[config.mk]
export PLATFORM = sky130hd
export DESIGN_NAME = polyphase_mac_scheduler
export DESIGN_NICKNAME = d
export VERILOG_FILES = /design/src/rtl/polyphase_mac_scheduler.sv
export SDC_FILE = /design/constraint.sdc
export NUM_CORES = 1
export LEC_CHECK = 0
export CAP_MARGIN = 30
export CORE_MARGIN = 4
export CORE_UTILIZATION = 47
export DETAILED_ROUTE_END_ITERATION = 8
export PLACE_DENSITY = 0.84
export SKIP_CTS_REPAIR_TIMING = 1
export SLEW_MARGIN = 20
export SYNTH_ARGS = -nofsm -noshare
export SYNTH_HDL_FRONTEND = slang
export SYNTH_SLANG_ARGS = --single-unit
export TNS_END_PERCENT = 20
[constraint.sdc]
create_clock -name clk -period 2.6 [get_ports clk]
set_clock_uncertainty 0.1 [all_clocks]
set_input_delay 0.52 -clock clk [delete_from_list [all_inputs] [get_ports clk]]
set_output_delay 0.52 -clock clk [all_outputs]
set_load 0.05 [all_outputs]
[src/rtl/polyphase_mac_scheduler.sv]
// polyphase_mac_scheduler: sequencer for the shared MAC of a decimate-by-2
// halfband FIR. It writes accepted samples into a circular sample RAM. After
// every second accepted sample it issues one burst of tap beats (RAM read
// address, ROM address, MAC strobes), waits out the MAC pipeline and then
// presents the accumulated result on a valid/ready output.
// Ports:
//   clk, reset_n (synchronous, active-low)
//   in_valid/in_ready/in_data     upstream sample handshake
//   buf_we/buf_waddr/buf_wdata    sample RAM write port
//   buf_raddr, coef_addr          RAM / ROM read addresses (1-cycle latency)
//   mac_en/mac_clear/mac_last     MAC strobes, one cycle behind the addresses
//   mac_acc                       MAC accumulator value
//   out_valid/out_ready/out_data  result handshake
// Build option: HALFBAND_SKIP_EN issues only the even taps plus the centre tap.
module polyphase_mac_scheduler #(
   parameter int SAMPLE_WIDTH = 6,
   parameter int ACC_WIDTH    = 24,
   parameter int ADDR_W       = 6,
   parameter int TAPS         = 31,
   parameter int MAC_LAT      = 2
) (
   input  logic                     clk,
   input  logic                     reset_n,
   input  logic                     in_valid,
   output logic                     in_ready,
   input  logic [SAMPLE_WIDTH-1:0]  in_data,
   output logic                     buf_we,
   output logic [ADDR_W-1:0]        buf_waddr,
   output logic [SAMPLE_WIDTH-1:0]  buf_wdata,
   output logic [ADDR_W-1:0]        buf_raddr,
   output logic [$clog2(TAPS)-1:0]  coef_addr,
   output logic                     mac_en,
   output logic                     mac_clear,
   output logic                     mac_last,
   input  logic [ACC_WIDTH-1:0]     mac_acc,
   output logic                     out_valid,
   input  logic                     out_ready,
   output logic [ACC_WIDTH-1:0]     out_data
);

`ifdef HALFBAND_SKIP_EN
   localparam int NB = (TAPS + 1) / 2 + 1;
`else
   localparam int NB = TAPS;
`endif
   localparam int CW  = $clog2(TAPS);
   localparam int FW  = $clog2(TAPS + 1);
   localparam int BW  = $clog2(NB + MAC_LAT + 1);
   localparam int CTR = (TAPS - 1) / 2;

   typedef enum logic [1:0] {
      S_IDLE,
      S_ISSUE,
      S_DRAIN,
      S_OUTPUT
   } state_t;

   state_t                 state_q, state_d;
   logic [ADDR_W-1:0]      wp_q, wp_d;
   logic                   phase_q, phase_d;
   logic [FW-1:0]          fill_q, fill_d;
   logic [ADDR_W-1:0]      newest_q, newest_d;
   logic [BW-1:0]          beat_q, beat_d;
   logic                   out_valid_q, out_valid_d;
   logic [ACC_WIDTH-1:0]   out_data_q, out_data_d;
   logic                   mac_en_q, mac_en_d;
   logic                   mac_clear_q, mac_clear_d;
   logic                   mac_last_q, mac_last_d;
   logic [CW-1:0]          tap;
   logic [BW:0]            beat_x2;

   // Beat number to true tap index.
   always_comb begin
      beat_x2 = {beat_q, 1'b0};
`ifdef HALFBAND_SKIP_EN
      if (beat_q == BW'(NB - 1)) tap = CW'(CTR);
      else                       tap = CW'(beat_x2);
`else
      tap = CW'(beat_q);
`endif
   end

   always_comb begin
      state_d     = state_q;
      wp_d        = wp_q;
      phase_d     = phase_q;
      fill_d      = fill_q;
      newest_d    = newest_q;
      beat_d      = beat_q;
      out_valid_d = out_valid_q;
      out_data_d  = out_data_q;
      mac_en_d    = 1'b0;
      mac_clear_d = 1'b0;
      mac_last_d  = 1'b0;
      in_ready    = 1'b0;
      buf_we      = 1'b0;
      buf_wdata   = '0;
      buf_raddr   = '0;
      coef_addr   = '0;
      unique case (state_q)
         S_IDLE: begin
            in_ready = reset_n;
            if (in_valid && reset_n) begin
               buf_we    = 1'b1;
               buf_wdata = in_data;
               wp_d      = wp_q + 1'b1;
               phase_d   = ~phase_q;
               if (fill_q != FW'(TAPS)) fill_d = fill_q + 1'b1;
               if (phase_q) begin
                  newest_d = wp_q;
                  beat_d   = '0;
                  state_d  = S_ISSUE;
               end
            end
         end
         S_ISSUE: begin
            buf_raddr = newest_q - ADDR_W'(tap);
            coef_addr = tap;
            // Taps older than the stored history are skipped but still
            // occupy their beat, so the burst length never changes.
            mac_en_d    = (beat_q == '0) || (32'(tap) < 32'(fill_q));
            mac_clear_d = (beat_q == '0);
            mac_last_d  = (beat_q == BW'(NB - 1));
            if (beat_q == BW'(NB - 1)) begin
               beat_d  = '0;
               state_d = S_DRAIN;
            end else begin
               beat_d = beat_q + 1'b1;
            end
         end
         S_DRAIN: begin
            if (beat_q == BW'(MAC_LAT)) begin
               out_data_d  = mac_acc;
               out_valid_d = 1'b1;
               beat_d      = '0;
               state_d     = S_OUTPUT;
            end else begin
               beat_d = beat_q + 1'b1;
            end
         end
         S_OUTPUT: begin
            if (out_ready) begin
               out_valid_d = 1'b0;
               state_d     = S_IDLE;
            end
         end
         default: state_d = S_IDLE;
      endcase
   end

   always_ff @(posedge clk) begin
      if (!reset_n) begin
         state_q     <= S_IDLE;
         wp_q        <= '0;
         phase_q     <= 1'b0;
         fill_q      <= '0;
         newest_q    <= '0;
         beat_q      <= '0;
         out_valid_q <= 1'b0;
         out_data_q  <= '0;
         mac_en_q    <= 1'b0;
         mac_clear_q <= 1'b0;
         mac_last_q  <= 1'b0;
      end else begin
         state_q     <= state_d;
         wp_q        <= wp_d;
         phase_q     <= phase_d;
         fill_q      <= fill_d;
         newest_q    <= newest_d;
         beat_q      <= beat_d;
         out_valid_q <= out_valid_d;
         out_data_q  <= out_data_d;
         mac_en_q    <= mac_en_d;
         mac_clear_q <= mac_clear_d;
         mac_last_q  <= mac_last_d;
      end
   end

   assign buf_waddr = wp_q;
   assign mac_en    = mac_en_q;
   assign mac_clear = mac_clear_q;
   assign mac_last  = mac_last_q;
   assign out_valid = out_valid_q;
   assign out_data  = out_data_q;

endmodule

Fig. 1: run 1, cell placement
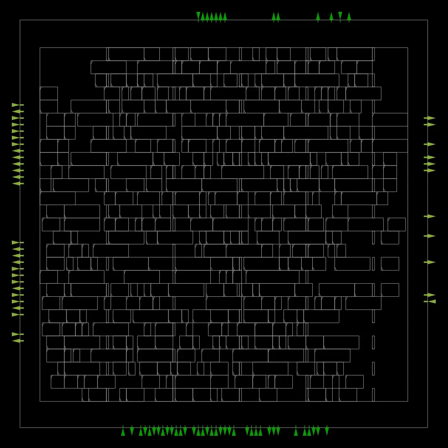
tap cells: 72
Layout fillers: 454
post-layout util: 71.2%
core footprint: 0.00561 mm²

Fig. 2: run 1, signal metal coverage by tile
17 x 17 tiles, from black (low) to pale yellow (high), scaled to the fullest tile. Values are wire area over tile area, all layers added.
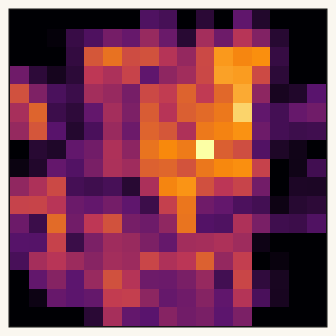
nearly empty tiles = 17%
mean over tiles = 0.14
tiles over half the peak = 23%
fullest tile = 0.46

Fig. 3: run 1, clock distribution
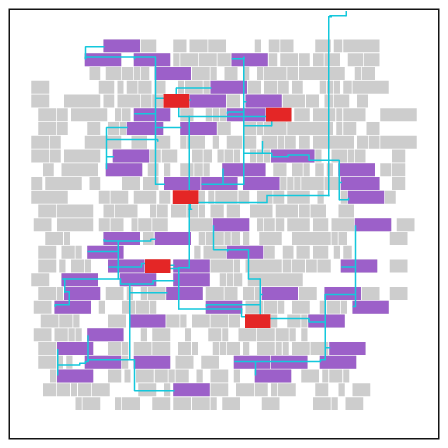
red -> clock drivers  # count 5
cyan -> clock wires  # length 596 µm
purple -> flip-flops  # count 54
routed clock nets = 6

Fig. 4: run 1, layout detail
The bar under the picture is 10 µm long. Window x 30 to 55, y 13 to 38 µm. Cells in gray, sequential cells in the stronger gray; small squares are vias.
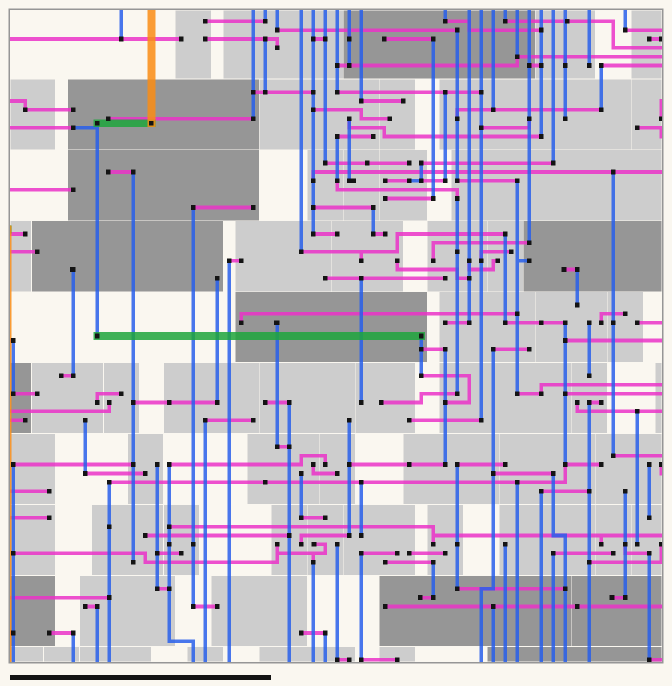
blue -> metal 2
magenta -> metal 1
orange -> metal 4
green -> metal 3
sequential cells in the window = 7
most frequent = nand2_1 (12), clkdlybuf4s50_1 (9), dfxtp_1 (7)
cells with their middle in the window = 50
netlist names of flops here include = out_data (5), state_q (2)

==> results.sh, run 1 <==
# yosys + openroad results
export IMPL_period_used_pct=102
export IMPL_p_per_area_mw_per_mm2=523
export IMPL_grt_usage_pct=18.1
export IMPL_worst_pin_slew_ps=542
export IMPL_grt_max_degree=55
export IMPL_final_setup_worst_slack_ps=-54.1
export IMPL_worst_r2r_path_depth=7
export IMPL_drv_cap=0
export IMPL_ir_worst_vdd_mv=0.304
export IMPL_rsz0062_at_grt="true"
export IMPL_cts_made_buffers=5
export IMPL_numSynthFlops=54
export IMPL_chipArea_mm2=0.00716
export IMPL_p_sw_mw=0.647
export IMPL_dr_first_iter_drc_count=104
export IMPL_fp_util_pct=49.2
export IMPL_dp_slack_ps=145
export IMPL_intPower_mw=1.44
export IMPL_wl_mm=6.54
export IMPL_largest_area_cell="dfxtp_1"
export IMPL_fin_nets=468
export IMPL_ys_cells=325
export IMPL_slew_headroom_pct=63.7
export IMPL_cts_sinks=54
export IMPL_power_frac_comb_pct=29.4
export IMPL_ios=87
export IMPL_regArea_mm2=0.00109
export IMPL_ys_seq_share_pct=39.2
export IMPL_htree_num_levels=2
export IMPL_ys_chip_area_mm2=0.00276
export IMPL_p_seq_share_pct=43.1
export IMPL_clk_pin_slew_ps=100
export IMPL_drc=0
export IMPL_lay_top_cells="75 x nand2_1, 67 x clkdlybuf4s50_1, 50 x dfxtp_1"
export IMPL_ys_warn_count=0
export IMPL_ff_type="dfxtp_1"
export IMPL_async_flop_share_pct=0
export IMPL_grt_pass1_vias=2340
export IMPL_gr_total_overflow=0
export IMPL_yosysTopAreaCellShare_pct=39.2
export IMPL_syn_inst=325
export IMPL_dpl_hpwl_mm=4.84
export IMPL_ant_nets=0
export IMPL_hold_path_class="reg -> reg"
export IMPL_hold_violations=0
export IMPL_violations="negative setup slack"
export IMPL_clock_path_buffers=2
export IMPL_wl_per_cell_um=13.4
export IMPL_area_delta_synth_final_pct=44.8
export IMPL_floorplan_nets=379
export IMPL_status="finished with violations"
export IMPL_setup_violations=2
export IMPL_grt_pass1_wl_mm=10.7
export IMPL_power_frac_clock_pct=27.4
export IMPL_lay_top_count="nand2_1"
export IMPL_viasPerCell=5.04
export IMPL_syn_area_mm2=0.00276
export IMPL_clock_fmax_mhz=377
export IMPL_die_h_um=84.6
export IMPL_die_x_um=84.6
export IMPL_clk_latency_ps=310
export IMPL_path_max_fanout=7
export IMPL_via_count=2453
export IMPL_grt_antenna_before_repair=0
export IMPL_openroad_warnings=32
export IMPL_cp_start_kind="register"
==> run 1: per-layer routing <==
layer | GRT usage (%) | part of all wire [%] | up-vias | routed length, µm
met2 | 30.8 | 49 | 56 | 3230
met4 | 5.61 | 1.7 | 0 | 114
met1 | 22.5 | 44 | 1135 | 2910
li1 | - | - | 1251 | -
met3 | 4.42 | 4.4 | 11 | 285
met5 | 0 | 0 | - | 0
==> run 1: state kept, by name, indices dropped and copies added (netlist names) <==
| name | cells |
|---|---|
| state_q | 2 |
| out_valid | 1 |
| mac_last | 1 |
| buf_waddr | 6 |
| fill_q | 5 |
| phase_q | 1 |
| mac_en | 1 |
| newest_q | 6 |
| out_data | 24 |
| mac_clear | 1 |
| beat_q | 6 |
==> run 1: through the flow <==
step	cells	util [%]	power, mW	TNS, ps	cell area (µm²)
floorplan	325	-	1.27	0	2760
global placement	476	68.1	1.49	0	3820
detailed placement	476	68.1	1.50	0	3820
CTS	484	70.2	2.08	-441	3940
global route	487	71.2	2.20	-456	4000
finish	487	71.2	2.09	-64.3	4000
==> run 1: cells by family after synthesis <==
| logic type | Yosys count | share of synthesized area (%) |
|---|---|---|
| adders and majority gates | 20 | 9.34 |
| xor gates and xnor gates | 14 | 4.44 |
| DFF | 54 | 39.2 |
| and+or+nand+nor | 147 | 26.5 |
| AOI/OAI and AO/OA | 53 | 13.9 |
| buffers and inverters | 34 | 5.53 |
| muxes | 3 | 1.09 |
==> run 1: worst paths after layout <==
kind / start / endpoint
max: beat_q[1] / buf_raddr[5]
min reg2reg: out_data[20] / out_data[20]
max reg2reg: state_q[0] / buf_waddr[5]
min: out_data[20] / out_data[20]
==> run 1: power groups by stage <==
stage / logic [mW] / registers, mW / clock network, mW
final: 0.615 / 0.901 / 0.573
after detailed placement: 0.585 / 0.917 / 0
after global routing: 0.666 / 0.910 / 0.620
after CTS: 0.592 / 0.898 / 0.586
after global placement: 0.578 / 0.915 / 0
after floorplan: 0.303 / 0.963 / 0
==> run 1: critical path, cell delays in order, from the launching register on <==
cell	delay, ps
dfxtp_4	390
inv_1	90
ha_1	280
nor2b_1	130
o21ai_1	90
a21oi_1	250
nand4_1	140
o211ai_1	150
clkbuf_16	220
==> run 1: synthesized netlist by cell type (all sizes together) (2+ instances only) <==
master  count
and2       25
inv        18
xnor2      11
o21a        2
a21oi       4
dfxtp      54
or3         2
nor3        2
nor2b       5
xor2        3
nand4       9
nand2b      2
nor2       11
clkbuf      8
mux2i       3
nand2      76
nand3       5
ha         19
a21boi     34
o21ai       6
and3        5
buf         8
==> run 1: area by class of cell <==
cell class                 count  share of cell area (%)
timing repair buffer          98                    27.1
multi-input combinational    237                    38.7
inverter                      18                    1.69
clock buffer                   5                    1.72
sequential                    54                    27.3
clock inverter                 3                    1.19
tap                           72                    2.25
Fig. 5: run 1, selected gate families
The bar under the picture is 20 µm long.
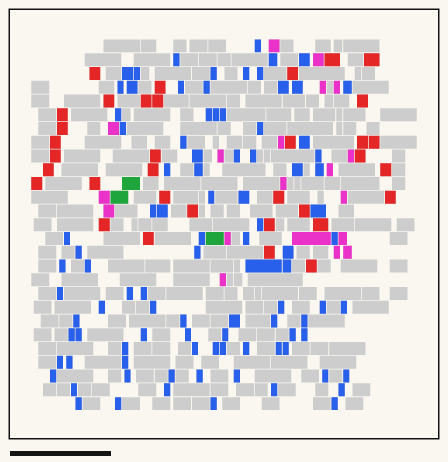

## Run 2: what changed since run 1
- ABC_AREA: unset -> 1
- CORE_UTILIZATION: 47 -> 46
- PLACE_DENSITY: 0.84 -> 0.83
Fig. 6: run 2, selected gate families
The bar under the picture is 20 µm long.
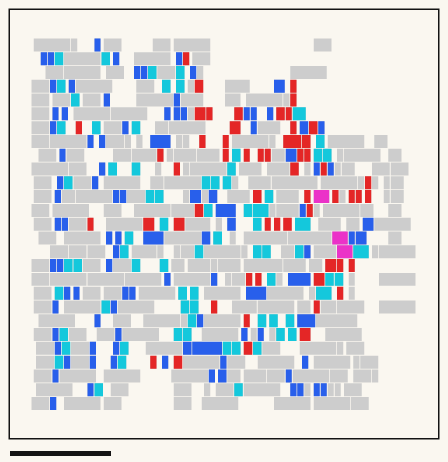
blue -> nor cells  # cells 96
red -> nand cells  # cells 56
cyan -> aoi and oai cells  # cells 72
magenta -> xor and xnor cells  # cells 3

Fig. 7: run 2, cell placement
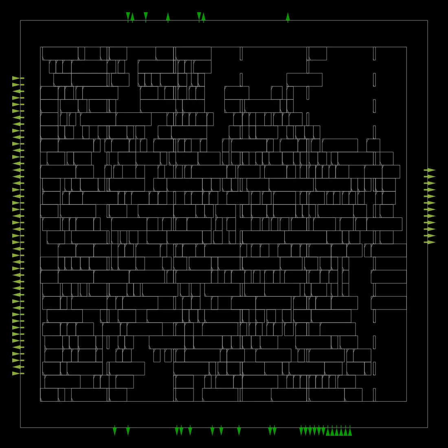
Seq/total area: 28.0%
seq_cells: 54
# rows: 27
core footprint: 0.00557 mm²

==> results.sh, run 2 <==
# yosys + openroad results
export IMPL_min_period_ps=2540
export IMPL_path_cells="inv_2 -> ha_4 -> inv_2 -> fa_2 -> nand2_2 -> nand2_2 -> a21oi_2 -> xor2_1 -> nor2_2 -> buf_12"
export IMPL_setup_violations=0
export IMPL_synth_most_common_cell="nor2_1"
export IMPL_synthTopCellsByCount="81 x nor2_1, 54 x dfxtp_1, 41 x inv_1"
export IMPL_viasPerCell=5.01
export IMPL_clk_latency_ps=310
export IMPL_drc=0
export IMPL_antenna_cells=0
export IMPL_largest_reg_flops=24
export IMPL_clk_pin_slew_ps=100
export IMPL_lay_top_cells="78 x nor2_1, 67 x clkdlybuf4s50_1, 51 x dfxtp_1"
export IMPL_cp_startpoint="newest_q[0]"
export IMPL_htree_num_levels=2
export IMPL_ant_nets=0
export IMPL_ff_type="dfxtp_1"
export IMPL_worst_path_buf_inv=3
export IMPL_rsz0062_at_grt="true"
export IMPL_cts_tree="yes"
export IMPL_openroad_warnings=32
export IMPL_via_count=2644
export IMPL_gr_total_overflow=0
export IMPL_fin_area_mm2=0.00389
export IMPL_hold_violations=0
export IMPL_reg2reg_to="beat_q[4]"
export IMPL_finalPower_mw=2.30
export IMPL_floorplan_nets=416
export IMPL_grt_usage_pct=19.7
export IMPL_p_seq_share_pct=40.1
export IMPL_slew_headroom_pct=65.1
export IMPL_reg2reg_from="beat_q[0]"
export IMPL_power_frac_clock_pct=21.0
export IMPL_hold_path_class="reg -> reg"
export IMPL_grt_antenna_before_repair=0
export IMPL_fin_nets=509
export IMPL_die_x_um=84.4
export IMPL_cts_made_buffers=5
export IMPL_cts_sinks=54
export IMPL_dpl_hpwl_mm=5.28
export IMPL_fillers=428
export IMPL_p_sw_mw=0.857
export IMPL_async_flop_share_pct=0
export IMPL_period_used_pct=97.8
export IMPL_syn_area_mm2=0.00269
export IMPL_drv_cap=0
export IMPL_dr_first_iter_drc_count=165
export IMPL_die_h_um=84.4
export IMPL_fp_util_pct=48.2
export IMPL_power_frac_comb_pct=38.9
export IMPL_ios=87
export IMPL_largest_area_cell="dfxtp_1"
export IMPL_chipArea_mm2=0.00712
export IMPL_ys_cells=362
export IMPL_ir_worst_vdd_mv=0.299
export IMPL_ys_chip_area_mm2=0.00269
export IMPL_critPathKind="reg -> out"
export IMPL_p_leak_nw=1.66
export IMPL_place_area_mm2=0.00372
export IMPL_syn_inst=362
export IMPL_ys_warn_count=0
export IMPL_min_from="fill_q[3]"
export IMPL_worst_r2r_path_depth=10
export IMPL_cp_top_family="adder cells"
export IMPL_ys_seq_share_pct=40.3
export IMPL_regArea_mm2=0.00109
export IMPL_crit_slowest_cell="fa_2"
export IMPL_numSynthFlops=54
export IMPL_wl_per_cell_um=13.5
export IMPL_lay_top_count="nor2_1"
export IMPL_cp_start_kind="register"
export IMPL_p_per_area_mw_per_mm2=592
export IMPL_grt_max_degree=31
export IMPL_intPower_mw=1.45
export IMPL_clock_fmax_mhz=393
export IMPL_status="complete, no violations"
export IMPL_grt_pass1_vias=2634
Fig. 8: run 2, clock distribution
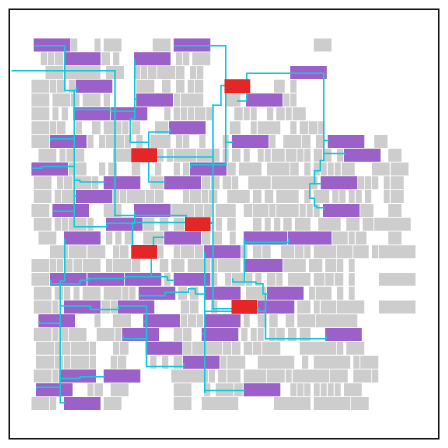
red -> clock drivers  # count 5
purple -> flip-flops  # count 54
cyan -> clock wires  # length 644 µm
routed clock nets = 6

run 2: area by class of cell:
type | instances | share of cell area [%]
well taps | 72 | 2.31
inverters | 47 | 4.53
clock inverters | 2 | 0.418
repair buffers | 98 | 27.4
flip-flops and latches | 54 | 28.0
multi-input cells | 249 | 35.5
clock buffers | 6 | 1.86
run 2: worst reg2reg max path: stages (launching register included):
cell      delay (ps)
dfxtp_4          370
buf_4            150
inv_1            100
ha_1             190
nand3_1          110
o21bai_1         220
nand2_1          130
nand2_1           70
nand2_1           50
nand2_1          160
a21oi_1           70
run 2: how the worst max path moves through the flow:
stage / depth (start not counted) / end / slack [ps]
after detailed placement: 9 / buf_raddr[4] / 180
after global routing: 10 / buf_raddr[4] / -60
after global placement: 6 / buf_wdata[5] / 250
final: 10 / buf_raddr[4] / 60
after CTS: 9 / buf_raddr[4] / -170
after floorplan: 7 / buf_wdata[0] / 60
run 2: layer usage:
| metal | part of all wire (%) | vias up | global-route usage [%] |
|---|---|---|---|
| li1 | - | 1337 | - |
| met1 | 41 | 1198 | 21.8 |
| met2 | 48 | 97 | 34.1 |
| met3 | 10 | 12 | 7.95 |
| met4 | 1.6 | 0 | 7.34 |
| met5 | 0 | - | 0 |
run 2: stage by stage:
stage                     TNS (ps)  util (%)  std cells  setup WS, ps
after floorplan                  0         -        362          59.6
after global placement           0      66.7        517           248
after detailed placement         0      66.7        517           182
after CTS                     -316      68.3        525          -167
after global routing          -111      69.8        528         -58.7
final                            0      69.8        528          58.3
run 2: cells by family after synthesis:
logic type	synth area share, %
compound gates	14.4
xor+xnor	0.979
fa+ha+maj	9.60
buf+inv	10.3
flops	40.3
simple gates	24.4
run 2: power by group through the flow:
stage / clock, mW / sequential, mW / combinational (mW)
CTS: 0.493 / 0.924 / 0.805
global route: 0.523 / 0.929 / 0.973
floorplan: 0 / 0.984 / 0.453
finish: 0.483 / 0.923 / 0.897
global placement: 0 / 0.938 / 0.781
detailed placement: 0 / 0.943 / 0.800
## Run 3: what changed since run 2
- CTS_CLUSTER_SIZE: unset -> 10
Fig. 9: run 3, selected gate families
The bar under the picture is 20 µm long.
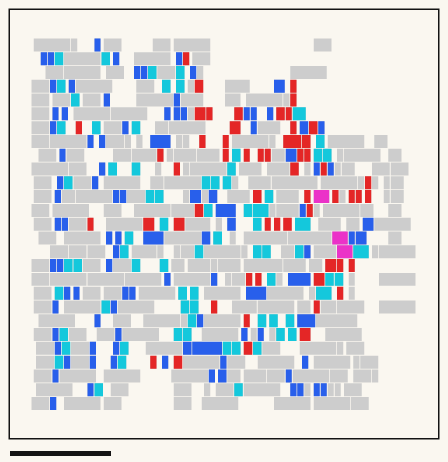
red -> nand cells  # cells 56
magenta -> xor and xnor cells  # cells 3
cyan -> aoi and oai cells  # cells 72
blue -> nor cells  # cells 96
Finished Layout Cells: 528
combinational share of cell area: 35.5%

Fig. 10: run 3, signal metal coverage by tile
17 x 17 tiles, from black (low) to pale yellow (high), scaled to the fullest tile. Values are wire area over tile area, all layers added.
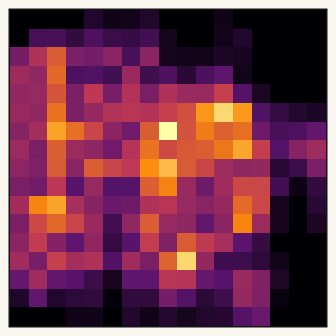
wire per inst: 13.5 µm
DRT Wirelength: 7.11 mm
GRT Overall Usage: 19.7%
Via Count: 2644

Fig. 11: run 3, layout detail
The bar under the picture is 10 µm long. Window x 30 to 55, y 13 to 38 µm. Cells in gray, sequential cells in the stronger gray; small squares are vias.
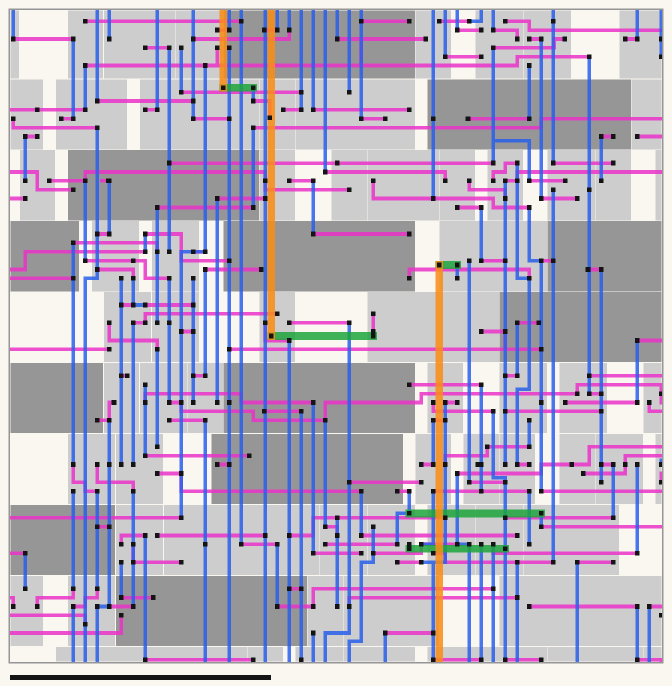
green -> metal 3
magenta -> metal 1
blue -> metal 2
orange -> metal 4
sequential cells in the window = 10
netlist names of flops here include = newest_q (5), buf_waddr (4)
cells with their middle in the window = 62
most frequent = a21oi_1 (9), o21ai_0 (9), dfxtp_1 (9)

==> results.sh, run 3 <==
# yosys + openroad results
export IMPL_status="complete, no violations"
export IMPL_ys_seq_share_pct=40.3
export IMPL_worst_r2r_path_depth=10
export IMPL_cts_sinks=54
export IMPL_place_area_mm2=0.00372
export IMPL_reg2reg_from="beat_q[0]"
export IMPL_critPathKind="reg -> out"
export IMPL_min_period_ps=2540
export IMPL_cp_top_family="adder cells"
export IMPL_lay_top_count="nor2_1"
export IMPL_cts_tree="yes"
export IMPL_hold_path_class="reg -> reg"
export IMPL_clk_pin_slew_ps=100
export IMPL_lay_top_cells="78 x nor2_1, 67 x clkdlybuf4s50_1, 51 x dfxtp_1"
export IMPL_fillers=428
export IMPL_clock_path_buffers=2
export IMPL_die_h_um=84.4
export IMPL_clk_latency_ps=310
export IMPL_setup_violations=0
export IMPL_antenna_cells=0
export IMPL_worst_path_buf_inv=3
export IMPL_final_setup_worst_slack_ps=58.3
export IMPL_yosysTopAreaCellShare_pct=40.3
export IMPL_viasPerCell=5.01
export IMPL_path_cells="inv_2 -> ha_4 -> inv_2 -> fa_2 -> nand2_2 -> nand2_2 -> a21oi_2 -> xor2_1 -> nor2_2 -> buf_12"
export IMPL_syn_inst=362
export IMPL_grt_pass1_wl_mm=11.6
export IMPL_rsz0062_at_grt="true"
export IMPL_hold_violations=0
export IMPL_min_from="fill_q[3]"
export IMPL_p_leak_nw=1.66
export IMPL_reg2reg_to="beat_q[4]"
export IMPL_async_flop_share_pct=0
export IMPL_gr_total_overflow=0
export IMPL_period_used_pct=97.8
export IMPL_fin_area_mm2=0.00389
export IMPL_path_max_fanout=2
export IMPL_ys_chip_area_mm2=0.00269
export IMPL_dp_slack_ps=182
export IMPL_drc=0
export IMPL_largest_area_cell="dfxtp_1"
export IMPL_ir_worst_vdd_mv=0.299
export IMPL_synthTopCellsByCount="81 x nor2_1, 54 x dfxtp_1, 41 x inv_1"
export IMPL_area_delta_synth_final_pct=45.0
export IMPL_grt_antenna_before_repair=0
export IMPL_chipArea_mm2=0.00712
export IMPL_largest_reg_flops=24
export IMPL_floorplan_nets=416
export IMPL_grt_max_degree=31
export IMPL_fin_util_pct=69.8
export IMPL_ios=87
export IMPL_synth_most_common_cell="nor2_1"
export IMPL_clock_fmax_mhz=393
export IMPL_dpl_hpwl_mm=5.28
export IMPL_ys_cells=362
export IMPL_rows=27
export IMPL_cp_start_kind="register"
export IMPL_ys_warn_count=0
export IMPL_cpPeakStageDelay_ps=360
export IMPL_numSynthFlops=54
export IMPL_worstHoldEndpoint="fill_q[3]"
export IMPL_openroad_warnings=32
export IMPL_cts_made_buffers=5
export IMPL_fin_nets=509
export IMPL_slew_headroom_pct=65.1
export IMPL_syn_area_mm2=0.00269
[run 3: cells by family (layout without fill, tap and decap cells)]
group / Yosys count / after routing / synth area share, %
AND-OR/OR-AND: 74 / 74 / 14.4
XOR/XNOR: 3 / 3 / 0.979
adder cells (fa/ha/maj): 20 / 20 / 9.60
flip-flops: 54 / 54 / 40.3
AND/OR/NAND/NOR: 152 / 152 / 24.4
buffers and inverters: 59 / 153 / 10.3
[run 3: through the flow]
| step | setup TNS, ps | power, mW | cells |
|---|---|---|---|
| after floorplan | 0 | 1.44 | 362 |
| after global placement | 0 | 1.72 | 517 |
| after detailed placement | 0 | 1.74 | 517 |
| after CTS | -316 | 2.22 | 525 |
| after global routing | -111 | 2.42 | 528 |
| final | 0 | 2.30 | 528 |
[run 3: how the worst max path moves through the flow]
stage	startpoint	endpoint	slack (ps)	cells after the start
5_1_grt	newest_q[0]	buf_raddr[4]	-60	10
3_3_place_gp	in_valid	buf_wdata[5]	250	6
6_report	newest_q[0]	buf_raddr[4]	60	10
2_1_floorplan	state_q[0]	buf_wdata[0]	60	7
3_5_place_dp	beat_q[0]	buf_raddr[4]	180	9
4_1_cts	beat_q[0]	buf_raddr[4]	-170	9
[run 3: area by class of cell]
| type | instances | area, µm² | area share [%] |
|---|---|---|---|
| multi-input cells | 249 | 1380 | 35.5 |
| well taps | 72 | 90.1 | 2.31 |
| flip-flops and latches | 54 | 1090 | 28.0 |
| clock buffers | 6 | 72.6 | 1.86 |
| repair buffers | 98 | 1070 | 27.4 |
| inverters | 47 | 176 | 4.53 |
| clock inverters | 2 | 16.3 | 0.418 |
[run 3: power breakdown]
group	total, mW	internal [mW]	switching (mW)	leakage, nW
sequential	0.923	0.880	0.0438	0.439
clock	0.483	0.194	0.288	0.0418
combinational	0.897	0.372	0.525	1.18
total	2.30	1.45	0.857	1.66
[run 3: routing by layer]
metal | GRT usage [%] | up-vias | routed length (µm)
li1 | - | 1337 | -
met1 | 21.8 | 1198 | 2890
met2 | 34.1 | 97 | 3390
met3 | 7.95 | 12 | 715
met4 | 7.34 | 0 | 114
met5 | 0 | - | 0
Power and IR drop assume default switching activity.
